[src/rtl/census_cost.sv]
`default_nettype none
// ============================================================================
// census_cost : Hamming cost of each left census code against the last
//               MAX_DISP right codes, two-stage pipeline.   Revision 1.0
// ============================================================================
module census_cost #(
  parameter int CODE_W   = 8,
  parameter int MAX_DISP = 16,
  parameter int COST_W   = 4,
  parameter int X_W      = 11
) (
  input  logic                         clk,
  input  logic                         rst,
  input  logic                         in_valid,
  input  logic                         sol,
  input  logic [CODE_W-1:0]            census_l,
  input  logic [CODE_W-1:0]            census_r,
  output logic                         out_valid,
  output logic                         out_sol,
  output logic [X_W-1:0]               out_x,
  output logic [MAX_DISP*COST_W-1:0]   cost_bus
);

  localparam int              c_f_w      = (MAX_DISP > 1) ? $clog2(MAX_DISP) : 1;
  localparam logic [c_f_w-1:0]  c_f_max    = c_f_w'(MAX_DISP - 1);
  localparam logic [X_W-1:0]    c_x_max    = '1;
  localparam logic [COST_W-1:0] c_cost_max = COST_W'(CODE_W);

  function automatic logic [COST_W-1:0] popcount(input logic [CODE_W-1:0] v);
    logic [COST_W-1:0] n;
    n = '0;
    for (int i = 0; i < CODE_W; i++) n = n + COST_W'(v[i]);
    return n;
  endfunction

  // r_hist[k] holds the right code of column x-1-k; the live census_r is R[0]
  logic [CODE_W-1:0]          r_hist [MAX_DISP-1];
  logic [X_W-1:0]             r_next_x;
  logic [c_f_w-1:0]           r_next_f;

  logic                       r_s1_valid;
  logic                       r_s1_sol;
  logic [X_W-1:0]             r_s1_x;
  logic [MAX_DISP-1:0]        r_s1_mask;
  logic [CODE_W-1:0]          r_s1_xor [MAX_DISP];

  logic [X_W-1:0]             w_cur_x;
  logic [c_f_w-1:0]           w_cur_f;
  logic [CODE_W-1:0]          w_cand [MAX_DISP];
  logic [MAX_DISP-1:0]        w_invalid;
  logic [MAX_DISP*COST_W-1:0] w_cost;

  // A start-of-line beat discards whatever history came before it
  assign w_cur_x = sol ? '0 : r_next_x;
  assign w_cur_f = sol ? '0 : r_next_f;

  for (genvar d = 0; d < MAX_DISP; d++) begin : g_disp
    if (d == 0) begin : g_live
      assign w_cand[d] = census_r;
    end else begin : g_hist
      assign w_cand[d] = r_hist[d-1];
    end
    assign w_invalid[d] = d > int'(w_cur_f);
    assign w_cost[d*COST_W +: COST_W] = r_s1_mask[d] ? c_cost_max : popcount(r_s1_xor[d]);
  end

  always_ff @(posedge clk) begin
    if (rst) begin
      for (int i = 0; i < MAX_DISP-1; i++) r_hist[i] <= '0;
      for (int i = 0; i < MAX_DISP; i++) r_s1_xor[i] <= '0;
      r_next_x   <= '0;
      r_next_f   <= '0;
      r_s1_valid <= 1'b0;
      r_s1_sol   <= 1'b0;
      r_s1_x     <= '0;
      r_s1_mask  <= '0;
    end else begin
      r_s1_valid <= in_valid;
      if (in_valid) begin
        r_hist[0] <= census_r;
        for (int i = 1; i < MAX_DISP-1; i++) r_hist[i] <= r_hist[i-1];
        r_next_x <= (w_cur_x == c_x_max) ? w_cur_x : w_cur_x + 1'b1;
        r_next_f <= (w_cur_f == c_f_max) ? w_cur_f : w_cur_f + 1'b1;
        for (int i = 0; i < MAX_DISP; i++) r_s1_xor[i] <= census_l ^ w_cand[i];
        r_s1_mask <= w_invalid;
        r_s1_x    <= w_cur_x;
        r_s1_sol  <= sol;
      end
    end
  end

  // Output registers only move on valid beats so idle cycles hold the last pixel
  always_ff @(posedge clk) begin
    if (rst) begin
      out_valid <= 1'b0;
      out_sol   <= 1'b0;
      out_x     <= '0;
      cost_bus  <= '0;
    end else begin
      out_valid <= r_s1_valid;
      if (r_s1_valid) begin
        out_sol  <= r_s1_sol;
        out_x    <= r_s1_x;
        cost_bus <= w_cost;
      end
    end
  end

endmodule
`default_nettype wire

[config.mk]
export PLATFORM = sky130hd
export DESIGN_NAME = census_cost
export DESIGN_NICKNAME = d
export VERILOG_FILES = /design/src/rtl/census_cost.sv
export SDC_FILE = /design/constraint.sdc
export NUM_CORES = 1
export LEC_CHECK = 0
export ABC_CLOCK_PERIOD_IN_PS = 10150
export CAP_MARGIN = 25
export CORE_MARGIN = 2
export CORE_UTILIZATION = 45
export CTS_BUF_LIST = sky130_fd_sc_hd__clkbuf_16
export DETAILED_ROUTE_END_ITERATION = 6
export SLEW_MARGIN = 5
export SYNTH_ARGS = -nofsm -noshare
export SYNTH_HDL_FRONTEND = slang
export SYNTH_SLANG_ARGS = --single-unit
[constraint.sdc]
create_clock -name clk -period 10.15 [get_ports clk]
set_clock_uncertainty 0.1 [all_clocks]
set_input_delay 2.03 -clock clk [delete_from_list [all_inputs] [get_ports clk]]
set_output_delay 2.03 -clock clk [all_outputs]
set_load 0.02 [all_outputs]
Figure 1. A small window of the routed layout (run 1).
Window x 126 to 176, y 126 to 176 um. Cells in gray, sequential cells in the stronger gray; small squares are vias.
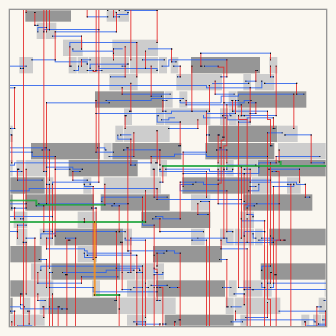
| layer | color |
|---|---|
| met4 | orange |
| met1 | blue |
| met3 | green |
| met2 | red |
cells with their middle in the window: 103
most frequent: edfxtp_1 (23), inv_1 (22), nor2_1 (13)
netlist names of flops here include: r_s1_xor (14), r_hist (9)
sequential cells in the window: 24

Figure 2. I/O pins on the die edge (run 1).
Scale: 2 px per um. Pins as bars across the die edge, other pins in gray.
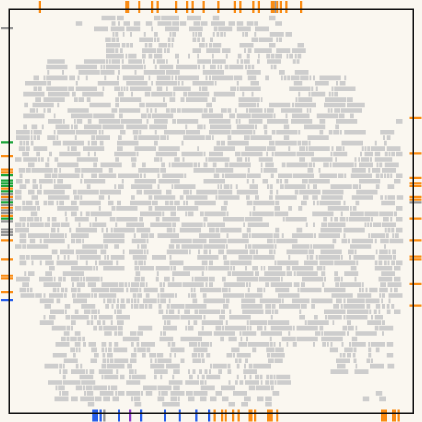
| port | color | pins | direction | edge |
|---|---|---|---|---|
| sol | purple | 1 | input | bottom |
| census_l | green | 8 | input | left |
| cost_bus | orange | 64 | output | 21 top, 18 bottom, 13 right, 12 left |
| out_x | blue | 11 | output | 10 bottom, 1 left |
Port Buffer Count: 96
width of the die: 201.2 um

==> flow_summary.toml, run 1 <==
# flow metrics
[logic_synthesis]
common_cells = "248 x edfxtp_1, 232 x nor2_1, 198 x inv_1, 129 x xnor2_1, 120 x dfxtp_1"
ys_area_sq_um = 17500
mux_share = 0.009151
adder_share = 0.1097
ys_seq_share = 0.5628
ys.flop_type = "edfxtp_1"
ys.flops = 368
synthCells = 1547
xor_share = 0.07207
syn_area_per_cell_sq_um = 11.31
edf_count = 248
largest_area_cell = "edfxtp_1"
synthSimpleGateAreaFrac = 0.1320
ys_types = 51

[layout]
layout.nets = 1749
seqCellArea_sq_um = 9853
final_core_util = 0.5204
combGateArea_sq_um = 6560
drive_gt1_frac = 0.04496

[clock_network]
clkTransAtPathRegs_ps = 50
cts_sinks = 368
cts_tree = "yes"

[worst_setup_path]
path_class = "input port to flip-flop"
critPathRequiredTime_ps = 10230
crit_chain = "buf_2 -> nor2_1 -> inv_8 -> buf_4"
max_stage_delay_ps = 760
crit_path_max_fanout = 123

[worst_hold_path]
min_path_type = "flip-flop to flip-flop"

[drt]
finalWirelength_um = 34190
drc = 0
drt-vias-per-instance = 4.934

[timing]
fmax_ghz = 0.2221
period_needed_ps = 4503
worst_pin_slew_ps = 925.9
setup_viol = 0
relSlewSlack = 0.3827
setup_ws_ps = 5647

[job]
maxCapViolCount = 0
warnings = 29

[power_and_ir_drop]
internal_power_mw = 2.776
power_switching_mw = 1.006
pwr-share-seq = 0.471

[global_routing]
antenna_found_initial = 0
grt_usage = 0.1736

[placed_design]
place.gp.congestion = 0.7583

[floorplan]
ios = 97
core_area_sq_um = 38560

[run_status]
outcome = "finished, final reports clean"
Figure 3. Signal wires on met3 (run 1).
Scale: 2 px per um.
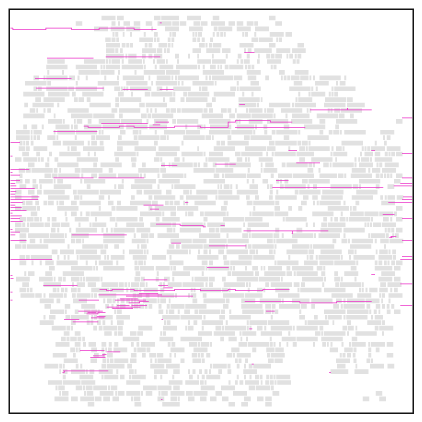
wire length on this layer: 1440 um
main direction: horizontal

run 1: final timing paths:
| path | startpoint | end | slack, ps | cells past startpoint |
|---|---|---|---|---|
| worst max-delay path | in_valid | r_s1_xor[1][21]$_SDFFCE_PP0P_ | 5650 | 4 |
| worst min-delay path | r_s1_sol$_SDFFE_PP0P_ | r_s1_sol$_SDFFE_PP0P_ | 370 | 2 |
| worst max register to register | r_s1_xor[0][1]$_SDFFCE_PN0P_ | cost_bus[2]$_SDFFE_PP0P_ | 6970 | 9 |
| worst min register to register | r_s1_sol$_SDFFE_PP0P_ | r_s1_sol$_SDFFE_PP0P_ | 370 | 2 |
run 1: cells by family (layout without fill, tap and decap cells):
family                     count (synthesis)  after routing
adders and majority gates                115            115
and+or+nand+nor                          464            464
DFF                                      368            368
AOI/OAI and AO/OA                        156            156
xor gates and xnor gates                 144            144
muxes                                     16             16
buffers and inverters                    284            383
run 1: sequential cells by signal (all words and copies together), names as in the netlist:
signal,flops
out_sol,1
r_s1_x,11
r_s1_valid,1
r_hist,120
r_next_f,4
out_x,11
r_next_x,11
cost_bus,64
r_s1_sol,1
out_valid,1
r_s1_mask,15
r_s1_xor,128
run 1: cell type report:
type,count,share of cell area
clock inverter,33,0.006797
timing repair buffer,109,0.05182
multi-input combinational,895,0.3270
clock buffer,43,0.05363
sequential,368,0.4911
inverter,198,0.03742
tap,518,0.03230
run 1: through the flow:
step                std cells  area (sq um)  power (mW)
floorplan                1547         17500       2.283
global placement         2088         18850       2.469
detailed placement       2088         18850       2.483
CTS                      2164         20060       3.839
global route             2164         20060       4.003
finish                   2164         20060       3.782
run 1: power by group through the flow:
stage | clock, mW | combinational, mW | sequential [mW]
6_report | 1.34 | 0.657 | 1.78
5_1_grt | 1.44 | 0.764 | 1.80
4_1_cts | 1.38 | 0.674 | 1.78
3_5_place_dp | 0 | 0.669 | 1.81
3_3_place_gp | 0 | 0.657 | 1.81
2_1_floorplan | 0 | 0.452 | 1.83
run 1: cell usage in the layout, fill, tap and decap left out, drive strengths merged, types with 2 or more instances in the layout:
cell           synthesis  layout
a211oi                 5       5
a21o                   3       3
a21oi                 74      74
a22oi                  8       8
a311oi                 4       4
a31oi                  5       5
a32o                   2       2
and3                  82      82
buf                   19      18
clkbuf                67      43
clkdlybuf4s50          0      91
clkinv                 0      14
dfxtp                120     120
edfxtp               248     248
fa                    64      64
ha                    51      51
inv                  198     217
mux2i                 16      16
nand2                 16      16
nand2b                 2       2
nand3                  7       7
nand3b                 2       2
nand4b                 3       3
nor2                 232     232
nor2b                106     106
nor3                   6       6
o211ai                 2       2
o21ai                 39      39
o22ai                  2       2
o31ai                  3       3
o41ai                  3       3
xnor2                129     129
xor2                  15      15
run 1: routing by layer:
metal | part of all wire | vias to the layer above | global-route usage
met3 | 0.042 | 38 | 0.03580
met2 | 0.49 | 181 | 0.2923
li1 | - | 5207 | -
met1 | 0.45 | 5251 | 0.2296
met5 | 0 | - | 0
met4 | 0.015 | 0 | 0.04517
run 1: critical path: cells and delay by family:
family	cells	cell delay, ps
buffers and inverters	3	2080
AND/OR/NAND/NOR	1	350
## Run 2: what changed since run 1
--- a/config.mk
+++ b/config.mk
@@ -5,12 +5,13 @@
 export SDC_FILE = /design/constraint.sdc
 export NUM_CORES = 1
 export LEC_CHECK = 0
-export ABC_CLOCK_PERIOD_IN_PS = 10150
+export ABC_CLOCK_PERIOD_IN_PS = 3800
 export CAP_MARGIN = 25
 export CORE_MARGIN = 2
 export CORE_UTILIZATION = 45
 export CTS_BUF_LIST = sky130_fd_sc_hd__clkbuf_16
 export DETAILED_ROUTE_END_ITERATION = 6
+export PLACE_DENSITY = 0.65
 export SLEW_MARGIN = 5
 export SYNTH_ARGS = -nofsm -noshare
 export SYNTH_HDL_FRONTEND = slang
==> constraint.sdc (replaced) <==
create_clock -name clk -period 3.8 [get_ports clk]
set_clock_uncertainty 0.1 [all_clocks]
set_input_delay 0.76 -clock clk [delete_from_list [all_inputs] [get_ports clk]]
set_output_delay 0.76 -clock clk [all_outputs]
set_load 0.02 [all_outputs]
Figure 4. Clock wiring as the flow saved it (run 2).
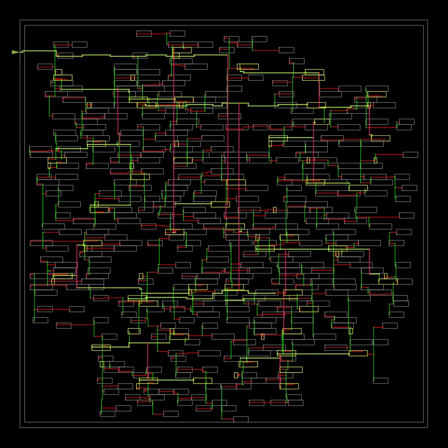
clkbuf count: 43
clk ins delay skew pair: 560 ps
clock sink count: 368

Figure 5. M4 wires (run 2).
Scale: 2 px per um. Supply wires on this layer in gray.
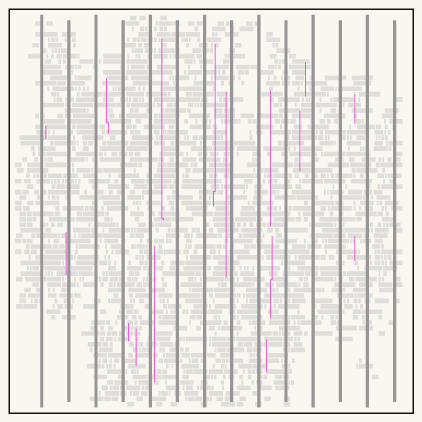
longest straight run: 92.5 um
share of all routed wire: 1.8%
main direction: vertical
nets with wire on the layer: 10
wire length on this layer: 615 um
Routed WL: 34370 um
via count: 10638

==> run 2 against run 1 <==
Net effect:
- via count down 0.37%
- final cell count up 0.37%
- hold slack worse by 3.9 ps
==> flow_summary.toml, run 2 <==
# flow metrics
[logic_synthesis]
ys.flop_type = "edfxtp_1"
synthCells = 1547
common_cells = "248 x edfxtp_1, 232 x nor2_1, 198 x inv_1, 129 x xnor2_1, 120 x dfxtp_1"
largest_area_cell = "edfxtp_1"
ys_types = 51

[clock_network]
clkTransAtPathRegs_ps = 60
cts_tree = "yes"

[worst_setup_path]
critPathLaunch = "r_s1_xor[0][56]$_SDFFCE_PN0P_"
reg2reg_depth = 10
crit_path_max_fanout = 2
path_class = "flip-flop to flip-flop"
max_stage_delay_ps = 570
critPathRequiredTime_ps = 4090
crit_chain = "inv_1 -> fa_1 -> fa_1 -> fa_1 -> inv_1 -> ha_1 -> fa_1 -> xor2_1 -> a21oi_1 -> nor2_1"

[placed_design]
port_buffers = 96
place.gp.congestion = 0.7651
dp.cells = 2097

[run_status]
outcome = "finished, final reports clean"

[timing]
setup_viol = 0
period_needed_ps = 3150
worst_pin_slew_ps = 947.8

[worst_hold_path]
min_path_type = "flip-flop to flip-flop"
holdPathStages = 1

[layout]
drive_gt1_frac = 0.05804
layout.nets = 1757
layoutNonFillerInstCount = 2172
layout.cells.most_common_list = "248 x edfxtp_1, 231 x nor2_1, 203 x inv_1"
final_core_util = 0.5255
largest_reg_flops = 128
final_common_cell = "edfxtp_1"

[job]
warnings = 30

[drt]
drt-vias-per-instance = 4.898

[floorplan]
ios = 97
core_area_sq_um = 38560

[global_routing]
grt_usage = 0.1727
-- run 2: cell counts after synthesis --
Identical to the previous run, type by type.
-- run 2: worst paths after layout --
kind	to	slack, ps
min	r_s1_mask[7]$_SDFFE_PP0P_	370
max reg2reg	cost_bus[30]$_SDFFE_PP0P_	650
min reg2reg	r_s1_mask[7]$_SDFFE_PP0P_	370
max	cost_bus[30]$_SDFFE_PP0P_	650
-- run 2: power breakdown --
part	switching [mW]	internal [mW]	total, mW
clock	1.63	2.20	3.83
combinational	0.981	0.787	1.77
sequential	0.155	4.60	4.76
-- run 2: worst max-delay path: cells and delay by family, from the launching register on --
kind            cells  cell delay, ps
simple gates        1              50
buf+inv             2              90
flops               1             330
fa+ha+maj           5            2100
xor+xnor            1             150
compound gates      1             150
-- run 2: area by class of cell --
type                    count  area, sq um  share of cell area
clock buffers              43         1076             0.05311
clock inverters            32        226.5             0.01118
inverters                 198        747.0             0.03687
multi-input cells         895         6568              0.3242
flip-flops and latches    368         9853              0.4863
well taps                 518        648.1             0.03199
repair buffers            118         1142             0.05638
-- run 2: metrics by stage --
stage               TNS [ps]  hold slack [ps]  power [mW]  setup slack [ps]  instance area, sq um
finish                     0            366.7       10.35             649.9                 20260
global route               0            392.0       10.92             450.5                 20260
CTS                        0            369.9       10.48             640.6                 20260
detailed placement         0            355.3       6.636             678.7                 18960
global placement           0            346.2       6.570             734.3                 18960
floorplan            -395040            322.8       6.094             -1593                 17530
-- run 2: kinds of logic (layout without fill, tap and decap cells) --
family / Yosys count / after routing / synth area share
DFF: 368 / 368 / 0.5628
adders and majority gates: 115 / 115 / 0.1097
buffers and inverters: 284 / 391 / 0.06249
muxes: 16 / 16 / 0.009151
xor gates and xnor gates: 144 / 144 / 0.07207
and+or+nand+nor: 464 / 464 / 0.1320
AOI/OAI and AO/OA: 156 / 156 / 0.05183
-- run 2: layer usage --
metal,global-route usage,vias to the layer above,share of wire
met3,0.03353,41,0.040
met1,0.2254,5220,0.45
li1,-,5218,-
met5,0,-,0
met4,0.04202,0,0.018
met2,0.2976,159,0.49
## Run 3: what changed since run 2
--- a/config.mk
+++ b/config.mk
@@ -5,13 +5,12 @@
 export SDC_FILE = /design/constraint.sdc
 export NUM_CORES = 1
 export LEC_CHECK = 0
-export ABC_CLOCK_PERIOD_IN_PS = 3800
+export ABC_CLOCK_PERIOD_IN_PS = 3200
 export CAP_MARGIN = 25
 export CORE_MARGIN = 2
 export CORE_UTILIZATION = 45
 export CTS_BUF_LIST = sky130_fd_sc_hd__clkbuf_16
 export DETAILED_ROUTE_END_ITERATION = 6
-export PLACE_DENSITY = 0.65
 export SLEW_MARGIN = 5
 export SYNTH_ARGS = -nofsm -noshare
 export SYNTH_HDL_FRONTEND = slang
==> constraint.sdc (replaced) <==
create_clock -name clk -period 3.2 [get_ports clk]
set_clock_uncertainty 0.1 [all_clocks]
set_input_delay 0.64 -clock clk [delete_from_list [all_inputs] [get_ports clk]]
set_output_delay 0.64 -clock clk [all_outputs]
set_load 0.02 [all_outputs]
Figure 6. M4 wires (run 3).
Scale: 2 px per um. Supply wires on this layer in gray.
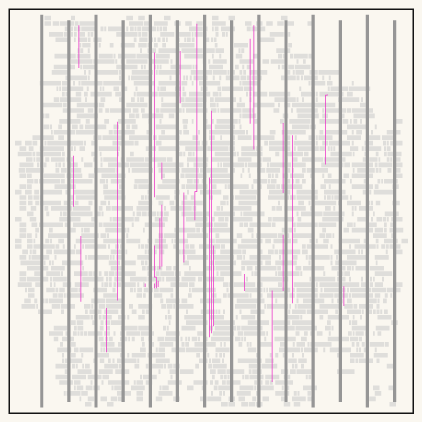
nets with wire on the layer: 18
share of all routed wire: 3.1%
main direction: vertical
longest straight run: 111 um

Figure 7. Signal wires on met3 (run 3).
Scale: 2 px per um.
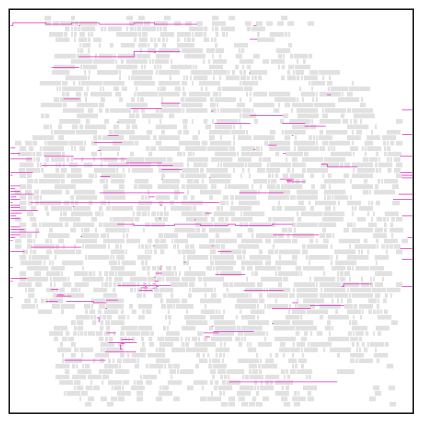
wire length on this layer: 1320 um
main direction: horizontal
nets with wire on the layer: 83
share of all routed wire: 3.7%
via count: 10810
GRT met3 Usage: 0.02834
Routed WL: 35230 um

==> run 3 against run 2 <==
Net effect:
- core utilization increased by 0.11 points
- synthesized area unchanged
- synthesized cell count unchanged
- maximum frequency increased by 1.5%
- combinational power increased by 19%
- first-iteration DRC count increased by 5.2%
- global-route usage increased by 0.60 points
- via count increased by 1.6%
- critical endpoint is now cost_bus[2]$_SDFFE_PP0P_
==> flow_summary.toml, run 3 <==
# flow metrics
[run_status]
outcome = "finished, final reports clean"

[logic_synthesis]
syn_area_per_cell_sq_um = 11.31
ys.flops = 368
synth_stat.cells = 1547
syn_nets = 1682
ys.flop_type = "edfxtp_1"
common_cells = "248 x edfxtp_1, 232 x nor2_1, 198 x inv_1, 129 x xnor2_1, 120 x dfxtp_1"
yosys.area.top_type_share = 0.4255
ys_area_sq_um = 17500
ys_seq_share = 0.5628
yosysWarnings = 0
synthCells = 1547
edf_count = 248
largest_area_cell = "edfxtp_1"
ys_types = 51
syn_area_sq_um = 17500
topCellsByArea = "edfxtp_1 43%, dfxtp_1 14%, fa_1 7.3%, xnor2_1 6.5%, nor2_1 5.0%"

[power_and_ir_drop]
switching_share = 0.2681
internal_power_mw = 8.838
power.density_nw_per_um2 = 594.8
power_switching_mw = 3.238
pwr-share-seq = 0.468
combinationalPowerShare = 0.175
power_mw = 12.08
pwr-share-clk = 0.357
peakVddDrop_mv = 0.3616
leakage_nw = 8.453

[timing]
fmax_ghz = 0.3222
setup_tns_ps = 0
relSlewSlack = 0.4481
fin_crit_sh = 0.9699
grt_setup_unrepaired = "false"
setup_ws_ps = 96.20
setup_viol = 0
worst_pin_slew_ps = 827.8
period_needed_ps = 3104
maxSlewViolCount = 0

[worst_setup_path]
crit_buf_inv = 2
crit_family = "adder cells"
critPathRequiredTime_ps = 3550
crit_chain = "inv_1 -> fa_1 -> fa_1 -> fa_1 -> inv_1 -> ha_1 -> fa_1 -> xnor2_1 -> a211oi_1"
crit_path_max_fanout = 2
path_class = "flip-flop to flip-flop"
cp-start-kind = "flip-flop"
max_stage_delay_ps = 540

[placed_design]
place_ws_ps = 89.55
place.gp.congestion = 0.7558
hpwl_um = 22920
port_buffers = 96
placed_area_sq_um = 19060

[floorplan]
rows = 72
core_area_sq_um = 38560
ios = 97
fp.dieW_um = 201.2

[clock_network]
clockBufferDepth = 3
cts_buffers = 41
cts_sinks = 368
clock_latency_ps = 550
cts_setup_buffers = 0
cts_tree = "yes"
clkTransAtPathRegs_ps = 60

[global_routing]
top_usage_layer = "met2"
overflow = 0
grt_pass1_vias = 11218
grt_pass1_wl_um = 57620
use_met2 = 0.3065
antenna_found_initial = 0
grt_max_degree = 84
grt_usage = 0.1787
grt_use_met1 = 0.2280

[drt]
detail_route.first_pass.iterations = 4
drc = 0
antenna_left = 0
drt-vias-per-instance = 4.954

[layout]
layout.nets = 1767
max_flop_register = "r_s1_xor"
largest_reg_flops = 128
seqCellArea_sq_um = 9853
final_common_cell = "edfxtp_1"
combGateArea_sq_um = 6585
largestRegisters = "r_s1_xor x128, r_hist x120, cost_bus x64"
final_core_util = 0.5266
fill_cells = 3455
design_area_sq_um = 20300
layout.cells.most_common_list = "248 x edfxtp_1, 231 x nor2_1, 202 x inv_1"
drive_gt1_frac = 0.06611

[job]
warnings = 28
maxCapViolCount = 0

[worst_hold_path]
min_path_type = "input port to flip-flop"
==> run 3: routing by layer <==
metal  part of all wire  vias up  routed length [um]
li1                   -     5225                   -
met1               0.45     5335               15680
met2               0.49      180               17140
met3              0.037       70                1316
met4              0.031        0                1092
met5                  0        -                   0
==> run 3: layout make-up <==
type / instances / share of cell area
flip-flops and latches: 368 / 0.4853
clock inverters: 32 / 0.007210
well taps: 518 / 0.03192
multi-input cells: 895 / 0.3243
repair buffers: 128 / 0.06144
inverters: 198 / 0.03679
clock buffers: 43 / 0.05300
==> run 3: logic make-up after synthesis <==
logic type	count (synthesis)	share of synthesized area
AND-OR/OR-AND	156	0.05183
XOR/XNOR	144	0.07207
adder cells (fa/ha/maj)	115	0.1097
buffers and inverters	284	0.06249
flip-flops	368	0.5628
multiplexers	16	0.009151
AND/OR/NAND/NOR	464	0.1320
==> run 3: timing repair <==
action	CTS	global route
hold buffers	0	0
endpoints found under the setup margin	0	9
resized	0	8
==> run 3: power groups by stage <==
stage / Combinational, mW / Sequential, mW / Clock (mW)
after floorplan: 1.44 / 5.80 / 0
after global placement: 2.09 / 5.75 / 0
after detailed placement: 2.13 / 5.76 / 0
after CTS: 2.15 / 5.66 / 4.44
after global routing: 2.45 / 5.69 / 4.62
final: 2.11 / 5.65 / 4.31
==> run 3: final timing paths <==
check,startpoint,endpoint,slack [ps],depth (start not counted)
hold / removal,rst,r_s1_xor[1][42]$_SDFFCE_PP0P_,360,2
setup reg to reg,r_s1_xor[0][0]$_SDFFCE_PN0P_,cost_bus[2]$_SDFFE_PP0P_,100,9
setup / recovery,r_s1_xor[0][0]$_SDFFCE_PN0P_,cost_bus[2]$_SDFFE_PP0P_,100,9
hold reg to reg,r_s1_sol$_SDFFE_PP0P_,r_s1_sol$_SDFFE_PP0P_,380,2
==> run 3: metrics by stage <==
step / instances / hold slack [ps]
floorplan: 1547 / 322.8
global placement: 2107 / 364.0
detailed placement: 2107 / 362.1
CTS: 2182 / 329.8
global route: 2182 / 378.2
finish: 2182 / 363.9
No activity file was given, so power comes from the tool's default toggle rates.
